<file path="config.mk">
export PLATFORM = sky130hd
export DESIGN_NAME = multi_counter
export DESIGN_NICKNAME = d
export VERILOG_FILES = /design/src/rtl/multi_counter_pkg.sv /design/src/rtl/multi_counter_lane.sv /design/src/rtl/multi_counter.sv
export SDC_FILE = /design/constraint.sdc
export NUM_CORES = 1
export LEC_CHECK = 0
export CAP_MARGIN = 30
export CELL_PAD_IN_SITES_DETAIL_PLACEMENT = 1
export CELL_PAD_IN_SITES_GLOBAL_PLACEMENT = 2
export CORE_ASPECT_RATIO = 0.8
export CORE_MARGIN = 2
export CORE_UTILIZATION = 39
export DETAILED_ROUTE_END_ITERATION = 12
export PLACE_DENSITY_LB_ADDON = 0.3
export SKIP_CTS_REPAIR_TIMING = 1
export SLEW_MARGIN = 20
export SYNTH_ARGS = -nofsm -noshare
export SYNTH_HDL_FRONTEND = slang
export SYNTH_SLANG_ARGS = --single-unit
</file>
<file path="constraint.sdc">
create_clock -name clk -period 7.9 [get_ports clk]
set_clock_uncertainty 0.05 [all_clocks]
set_input_delay 0.79 -clock clk [delete_from_list [all_inputs] [get_ports clk]]
set_output_delay 0.79 -clock clk [all_outputs]
set_load 0.01 [all_outputs]
</file>
<file path="src/rtl/multi_counter_pkg.sv">
// multi_counter_pkg: shared types, mode encodings and saturating-add helper
package multi_counter_pkg;
    typedef enum logic {IDLE = 1'b0, RUN = 1'b1} state_t;
    localparam logic MODE_DIFF = 1'b0;
    localparam logic MODE_MUL = 1'b1;
    localparam logic MODE_CHANGE = 1'b0;
    localparam logic MODE_CUMUL = 1'b1;
    localparam int MAX_RES = 64;
    typedef logic signed [MAX_RES-1:0] wide_t;
    function automatic wide_t sat_hi(input int res);
        return (wide_t'(1) <<< (res - 1)) - wide_t'(1);
    endfunction
    function automatic wide_t sat_lo(input int res);
        return -sat_hi(res);
    endfunction
    // Returns {clamped, sum}; operands must already lie within the res-bit range.
    function automatic logic [MAX_RES:0] sat_add(input wide_t acc, input wide_t term, input int res);
        wide_t sum;
        sum = acc + term;
        if (sum > sat_hi(res)) return {1'b1, sat_hi(res)};
        if (sum < sat_lo(res)) return {1'b1, sat_lo(res)};
        return {1'b0, sum};
    endfunction
endpackage

</file>
<file path="src/rtl/multi_counter_lane.sv">
// multi_counter_lane: one channel's term compute, change detect and saturating accumulator
module multi_counter_lane
    import multi_counter_pkg::*;
#(
    parameter int WORD_WIDTH = 2,
    parameter int RESOLUTION = 32
) (
    input  logic                         clk,
    input  logic                         reset,
    input  logic                         clear,
    input  logic                         sample,
    input  logic                         win_end,
    input  logic                         multiply,
    input  logic                         cumulative,
    input  logic [WORD_WIDTH-1:0]        p,
    input  logic [WORD_WIDTH-1:0]        n,
    output logic signed [RESOLUTION-1:0] sum,
    output logic                         sat
);
    localparam int TW = 2 * WORD_WIDTH + 2;
    logic signed [RESOLUTION-1:0] acc;
    logic signed [RESOLUTION-1:0] term_x;
    logic signed [TW-1:0] pw, nw, term;
    logic [2*WORD_WIDTH-1:0] last;
    logic [MAX_RES:0] r;
    logic sat_q;
    always_comb begin
        pw = TW'($signed({1'b0, p}));
        nw = TW'($signed({1'b0, n}));
        term = (multiply == MODE_MUL) ? pw * nw : pw - nw;
        term_x = (cumulative == MODE_CHANGE && {p, n} == last) ? '0 : RESOLUTION'(term);
        r = sat_add(wide_t'(acc), wide_t'(term_x), RESOLUTION);
        sum = r[RESOLUTION-1:0];
        sat = sat_q | r[MAX_RES];
    end
    // A window end restarts the lane so the next sample opens the new window.
    always_ff @(posedge clk or negedge reset) begin
        if (!reset) begin
            acc <= '0;
            sat_q <= 1'b0;
            last <= '0;
        end else if (clear) begin
            acc <= '0;
            sat_q <= 1'b0;
            last <= '0;
        end else if (sample) begin
            last <= {p, n};
            acc <= win_end ? '0 : sum;
            sat_q <= win_end ? 1'b0 : sat;
        end
    end
endmodule

</file>
<file path="src/rtl/multi_counter.sv">
// multi_counter: NUM_CHANNELS accumulators sharing one window controller,
// with snapshots handed out over a valid/ready register.
module multi_counter
    import multi_counter_pkg::*;
#(
    parameter int NUM_CHANNELS = 4,
    parameter int WORD_WIDTH   = 2,
    parameter int RESOLUTION   = 32,
    parameter int WINDOW_WIDTH = 16
) (
    input  logic                               clk,
    input  logic                               reset,
    input  logic                               sample_en,
    input  logic [NUM_CHANNELS*WORD_WIDTH-1:0] in_p,
    input  logic [NUM_CHANNELS*WORD_WIDTH-1:0] in_n,
    input  logic                               multiply,
    input  logic                               cumulative,
    input  logic [WINDOW_WIDTH-1:0]            window_len,
    input  logic                               start,
    input  logic                               stop,
    output logic                               busy,
    output logic [NUM_CHANNELS*RESOLUTION-1:0] out_data,
    output logic [NUM_CHANNELS-1:0]            out_sat,
    output logic                               out_valid,
    input  logic                               out_ready,
    output logic                               overrun
);
    state_t state;
    logic [WINDOW_WIDTH-1:0] count, len_q, cnt_inc;
    logic mult_q, cum_q, go, halt, sample, win_end, clear;
    logic [NUM_CHANNELS*RESOLUTION-1:0] sums;
    logic [NUM_CHANNELS-1:0] sats;
    always_comb begin
        go = state == IDLE && start && window_len != '0;
        halt = state == RUN && stop;
        sample = state == RUN && sample_en && !stop;
        cnt_inc = count + 1'b1;
        win_end = sample && cnt_inc == len_q;
        clear = go || halt;
    end
    for (genvar c = 0; c < NUM_CHANNELS; c++) begin : g_lane
        multi_counter_lane #(
            .WORD_WIDTH(WORD_WIDTH),
            .RESOLUTION(RESOLUTION)
        ) u_lane (
            .clk       (clk),
            .reset     (reset),
            .clear     (clear),
            .sample    (sample),
            .win_end   (win_end),
            .multiply  (mult_q),
            .cumulative(cum_q),
            .p         (in_p[c*WORD_WIDTH +: WORD_WIDTH]),
            .n         (in_n[c*WORD_WIDTH +: WORD_WIDTH]),
            .sum       (sums[c*RESOLUTION +: RESOLUTION]),
            .sat       (sats[c])
        );
    end
    always_ff @(posedge clk or negedge reset) begin
        if (!reset) begin
            state <= IDLE;
            busy <= 1'b0;
            count <= '0;
            len_q <= '0;
            mult_q <= MODE_DIFF;
            cum_q <= MODE_CHANGE;
        end else if (go) begin
            state <= RUN;
            busy <= 1'b1;
            count <= '0;
            len_q <= window_len;
            mult_q <= multiply;
            cum_q <= cumulative;
        end else if (halt) begin
            state <= IDLE;
            busy <= 1'b0;
            count <= '0;
        end else if (sample) begin
            count <= win_end ? '0 : cnt_inc;
        end
    end
    always_ff @(posedge clk or negedge reset) begin
        if (!reset) begin
            out_data <= '0;
            out_sat <= '0;
            out_valid <= 1'b0;
            overrun <= 1'b0;
        end else begin
            overrun <= win_end && out_valid && !out_ready;
            if (win_end) begin
                out_data <= sums;
                out_sat <= sats;
                out_valid <= 1'b1;
            end else if (out_valid && out_ready) begin
                out_valid <= 1'b0;
            end
        end
    end
endmodule

</file>
==> flow_metrics.env, run 1 <==
# flow metrics
export IMPL_syn_num_nets=2974
export IMPL_ant_nets=0
export IMPL_critPathSlowestCell="a2111oi_0"
export IMPL_largestPowerGroup="combinational logic"
export IMPL_status="finished clean"
export IMPL_critical_path_class="input pin to flip-flop"
export IMPL_power_mw=6.144
export IMPL_finish_net_count=3082
export IMPL_cts_tree="yes"
export IMPL_gp_congestion=0.9187
export IMPL_leakage_nw=11.89
export IMPL_wl_mm=82.89
export IMPL_grt_max_degree=147
export IMPL_antenna_found_initial=5
export IMPL_cp_depth=17
export IMPL_cts_root_buf="clkbuf_16"
export IMPL_clk_path_buf_depth=3
export IMPL_drt_met1_wl_mm=41.73
export IMPL_drc_errors=0
export IMPL_core_sq_um=58420
export IMPL_first_pass_iters=5
export IMPL_seq_power_mw=1.89
export IMPL_tightest_slew_ps=985.6
export IMPL_lay_top_count="nand2_1"
export IMPL_power_internal_mw=3.681
export IMPL_tool_warnings=40
export IMPL_holdCritPathClass="input pin to async pin"
export IMPL_worst_setup_path_start_kind="input pin"
export IMPL_yosysTopAreaCell="dfrtp_1"
export IMPL_vias=22070
export IMPL_met2_length_mm=35.77
export IMPL_lay_top_cells="343 x nand2_1, 317 x dfrtp_1, 316 x o21ai_0"
export IMPL_slowest_delay_ps=800
export IMPL_grt_overflow=0
export IMPL_required_ps=8280
export IMPL_p_comb_mw=2.38
export IMPL_hpwl_mm=60.49
export IMPL_path_clk_slew_ps=60
export IMPL_grt_pass1_wl_mm=131.7
export IMPL_xor_share_pct=5.114
export IMPL_path_cells="clkdlybuf4s50_1, xnor2_1, nand3_1, nor3_1, nor2_4, ha_1, and4_1, nand3_1, a21o_1, a2111oi_0, o21a_1, a211o_1, xnor2_1, buf_4, nand2_1, a21oi_1, o21ai_0"
export IMPL_path_buffers=2
export IMPL_yosys_warnings=0
export IMPL_yosys_area_sq_um=23120
export IMPL_ys_types=88
export IMPL_htreeDepth=2
export IMPL_synth_area_top_cells="dfrtp_1 34%, ha_1 8.1%, o21ai_0 6.8%, nand2_1 5.6%, a21oi_1 5.0%"
export IMPL_r2r_setup_slack_ps=1950
export IMPL_vias_per_cell=5.989
export IMPL_swShare_pct=40.09
export IMPL_crit_arrival_ps=6650
export IMPL_p_per_area_nw_per_um2=227.4
export IMPL_netSwitchingPower_mw=2.463
export IMPL_numCtsBuffers=39
export IMPL_crit_fanout=28
export IMPL_cap_violations=0
export IMPL_syn_avg_cell_area_sq_um=8.326
export IMPL_synthMuxAreaShare_pct=1.954
export IMPL_dp_cells=3607
export IMPL_reg2reg_to="out_data[41]"
export IMPL_use_met1_pct=39.31
export IMPL_synthFlopType="dfrtp_1"
export IMPL_crit_start="in_n[5]"
export IMPL_dieHeight_um=221.8
export IMPL_initCoreUtil_pct=39.58
export IMPL_r2r_start="cum_q"
export IMPL_finalClockPeriodUsage_pct=79.40
export IMPL_track_usage_pct=26.63
export IMPL_setup_viol=0
export IMPL_drive_above_1_share_pct=7.410
export IMPL_syn_to_final_growth_pct=16.86
export IMPL_r2r_cells=18
export IMPL_route_met3_wl_mm=3.984
export IMPL_drtIter0Drc=1385
export IMPL_dr_max_layer_used="met5"
export IMPL_postSynthSeqShare_pct=34.31
-- run 1: final cells by class --
cell class,count,area (sq um)
Clock inverter,17,172.7
Antenna cell,1,2.502
Multi-Input combinational cell,2230,14360
Tap cell,769,962.2
Inverter,74,277.8
Fill cell,6857,31400
Clock buffer,54,1135
Timing Repair Buffer,223,2173
Sequential cell,317,7933
-- run 1: Yosys cell counts, types with 14 or more instances --
library cell  instances
and4_1               14
and3_1               20
nand2_1             344
xor2_1               59
a221o_1              16
nand3_1              61
a21o_1               60
o211ai_1             18
o21bai_1             16
a22o_1               15
inv_1                73
nor2b_1              28
and2_1               22
a221oi_1             19
nor3_1               65
ha_1                149
nand2b_1             25
a211oi_1             22
a21oi_1             232
o31ai_1              32
buf_2                18
maj3_1               27
nor2_1              198
o21ai_2              22
o21ai_0             316
o21a_1               26
or3_1                23
nor4_1               23
nand4_1              49
mux2_2               33
dfrtp_1             317
a31oi_1              39
xnor2_1              76
clkbuf_1            123
-- run 1: sequential cells by signal, summed over array words and instances, names as in the netlist, 4 cells and up --
signal               flops
out_sat                  4
count                   16
len_q                   16
g_lane.u_lane.sat_q      4
g_lane.u_lane.acc      128
out_data               128
g_lane.u_lane.last      16
-- run 1: worst register-to-register path, delay by kind of cell, from the launching register on --
family	cells	cell delay, ps
compound gates	7	1310
xor+xnor	1	490
fa+ha+maj	1	470
buf+inv	2	500
flops	1	630
simple gates	7	2370
-- run 1: per-stage QoR --
stage	worst slack (ps)	area [sq um]	hold slack (ps)	utilization [%]
after CTS	1481	26920	254.7	46.09
after global routing	1188	27020	300.0	46.25
final	1627	27020	232.0	46.25
after global placement	1018	25620	402.1	43.85
after floorplan	2197	23120	404.1	-
after detailed placement	907.9	25620	419.4	43.85
### Routing congestion, run 1

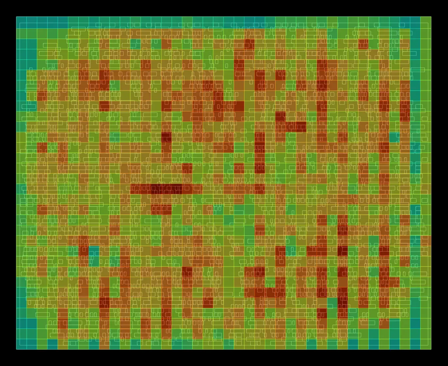
Core Util, Final: 46.25%
WL per Instance: 22.49 um
met3 Track Usage GR: 4.162%

### Routed clock nets over the placement, run 1

(1.5 px per um)
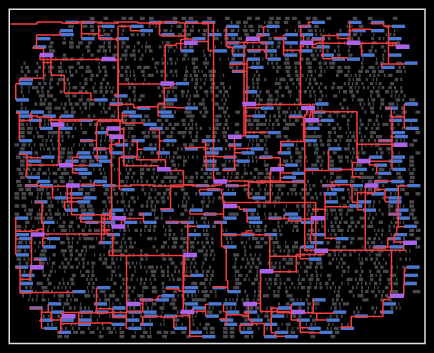
[purple] clock-net drivers | count: 39
[red] clock wires | length: 5,510 um
[blue] flip-flops | count: 317
flops lie: widely spread
routed clock nets: 40
Clock power frac: 30.5%
Clk power: 1.88 mW
Latency at later pin: 570 ps

### I/O nets highlighted, run 1

(1 px per um)
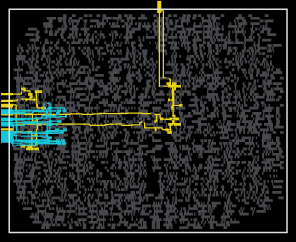
[yellow] in_n | bits: 8 | direction: input | end cells: 38 | buffers: 8 | wire: 858 um
[cyan] window_len | bits: 16 | direction: input | end cells: 20 | buffers: 16 | wire: 907 um
I/O pins: 175
# port buffers: 174

### Local utilization, run 1

(1.5 px per um) 28 x 22 tiles, from dark blue (low) to red (high), 0 to 100% covered.
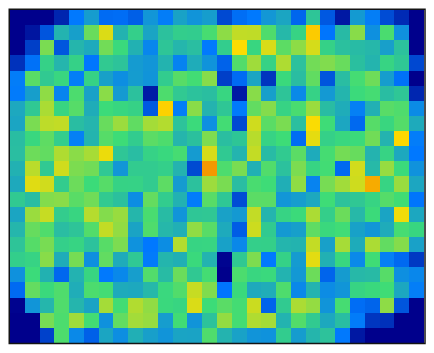

--- run 2 (diff from run 1) ---
CORE_UTILIZATION = 37   (was 39)
clock period = 6 ns   (was 7.9 ns; I/O delays follow)
### Local utilization, run 2

(1.5 px per um) 28 x 23 tiles, from dark blue (low) to red (high), 0 to 100% covered.
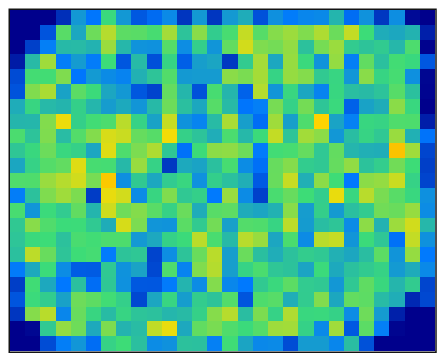
fullest tile: 78%
nearly empty tiles: 3.7%
densest ninth of the die: west
tiles over 75% full: 0.50%
mean over tiles: 42%
FP Util: 37.65%
core area: 61,420 sq um
Core Util, Final: 46.25%

==> run 2 against run 1 <==
Net effect:
- largest power group unchanged
- register-to-register slack got worse by 1400 ps
- synthesized cell count did not move
- sequential share of layout area fell by 1.4 points
- largest cell class unchanged
- critical path depth rose by 3
- first-iteration DRC count rose by 29%
==> flow_metrics.env, run 2 <==
# flow metrics
export IMPL_status="finished clean"
export IMPL_syn_avg_cell_area_sq_um=8.326
export IMPL_yosys_area_sq_um=23120
export IMPL_lay_top_cells="343 x nand2_1, 317 x dfrtp_1, 316 x o21ai_0"
export IMPL_clock_net_power_mw=2.49
export IMPL_grt_max_degree=105
export IMPL_p_comb_mw=3.49
export IMPL_wl_per_cell_um=22.26
export IMPL_crit_start="in_p[6]"
export IMPL_drive_above_1_share_pct=12.28
export IMPL_track_usage_pct=26.78
export IMPL_fin_area_sq_um=28400
export IMPL_leakage_nw=12.71
export IMPL_path_clk_slew_ps=60
export IMPL_largest_registers="g_lane.u_lane.acc: 128 flops, out_data: 128 flops"
export IMPL_logic_area_sq_um=14350
export IMPL_clock_latency_late_pin_ps=570
export IMPL_r2r_cells=19
export IMPL_grt_overflow=0
export IMPL_clk_path_buf_depth=3
export IMPL_r2r_setup_slack_ps=510
export IMPL_syn_to_final_growth_pct=22.85
export IMPL_cap_violations=0
export IMPL_holdCritPathClass="input pin to async pin"
export IMPL_postSynthSeqShare_pct=34.31
export IMPL_reg2reg_to="out_data[44]"
export IMPL_required_ps=6390
export IMPL_worst_setup_path_start_kind="input pin"
export IMPL_cts_tree="yes"
export IMPL_wl_mm=86.98
export IMPL_seq_power_mw=2.50
export IMPL_slowest_delay_ps=590
export IMPL_crit_arrival_ps=5930
export IMPL_path_cells="clkdlybuf4s50_1, inv_1, ha_1, fa_1, nand2b_1, nor2_2, buf_4, ha_1, o21ai_0, a21oi_1, o21ai_1, a211o_1, nor2_1, a211oi_1, or4_1, nor4_1, a31oi_1, o21ai_1, buf_4, o21ai_0"
export IMPL_ys_types=88
export IMPL_power_internal_mw=5.149
export IMPL_first_pass_iters=7
export IMPL_synthFlopType="dfrtp_1"
export IMPL_tightest_slew_ps=968.8
export IMPL_drt_met1_wl_mm=43.29
export IMPL_numCtsBuffers=39
export IMPL_dieHeight_um=227.6
export IMPL_swShare_pct=39.26
export IMPL_cts_root_buf="clkbuf_16"
export IMPL_syn_num_nets=2974
export IMPL_power_mw=8.477
export IMPL_place_ws_ps=-86.95
export IMPL_lay_top_count="nand2_1"
export IMPL_clockPowerShare_pct=29.3
export IMPL_critical_path_class="input pin to flip-flop"
export IMPL_tool_warnings=38
export IMPL_r2r_start="mult_q"
export IMPL_setup_ws_ps=457.2
export IMPL_htreeDepth=2
export IMPL_postPlaceCellArea_sq_um=27070
export IMPL_critPathSlowestCell="clkdlybuf4s50_1"
export IMPL_fillers=7242
### Routing congestion, run 2

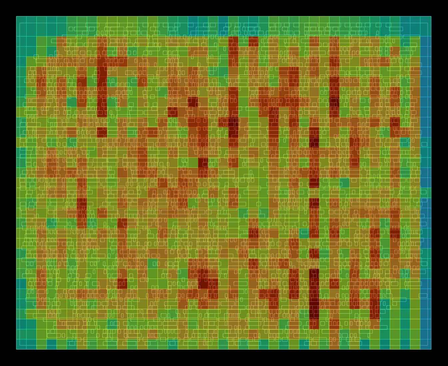
met1 usage: 39.13%
met2 usage in global routing: 41.75%
met3 Track Usage GR: 3.477%

-- run 2: cell counts after synthesis --
No cell type changed its count.
-- run 2: per-stage QoR --
| step | utilization [%] | hold WS, ps |
|---|---|---|
| finish | 46.25 | 51.72 |
| floorplan | - | 254.4 |
| detailed placement | 44.07 | 417.5 |
| global route | 46.25 | 109.6 |
| CTS | 46.21 | 81.89 |
| global placement | 44.03 | 403.1 |
-- run 2: final cells by class --
type                    count  share of cell area, %
well taps                 830                  3.656
flip-flops and latches    317                  27.93
clock buffers              54                  3.995
inverters                  74                 0.9779
repair buffers            389                  12.30
multi-input cells        2230                  50.50
clock inverters            14                 0.6387
-- run 2: routing by layer --
layer | global-route usage, % | vias to the layer above
met5 | 0 | -
met4 | 6.793 | 4
met3 | 3.477 | 109
met2 | 41.75 | 512
met1 | 39.13 | 11530
li1 | - | 10720
-- run 2: worst min-delay path by stage --
stage | start | endpoint | slack (ps) | cells past startpoint
2_1_floorplan | reset | count[0] | 250 | 0
3_3_place_gp | out_data[115] | out_data[115] | 400 | 2
3_5_place_dp | out_data[123] | out_data[123] | 420 | 2
4_1_cts | reset | out_data[78] | 80 | 1
5_1_grt | reset | out_data[78] | 110 | 1
6_report | reset | out_data[78] | 50 | 1
-- run 2: worst max-delay path, delay by kind of cell --
| family | cells | cell delay [ps] |
|---|---|---|
| adders and majority gates | 3 | 930 |
| and+or+nand+nor | 5 | 1490 |
| buffers and inverters | 4 | 1160 |
| AOI/OAI and AO/OA | 8 | 1730 |
-- run 2: cell families (layout without fill, tap and decap cells) --
logic type	after synthesis	in the layout	synth area share, %
AOI/OAI and AO/OA	957	957	26.17
xor gates and xnor gates	135	135	5.114
adders and majority gates	184	184	9.925
buffers and inverters	230	531	3.934
DFF	317	317	34.31
muxes	41	41	1.954
and+or+nand+nor	913	913	18.59
Power is estimated from default activity; no workload was simulated.
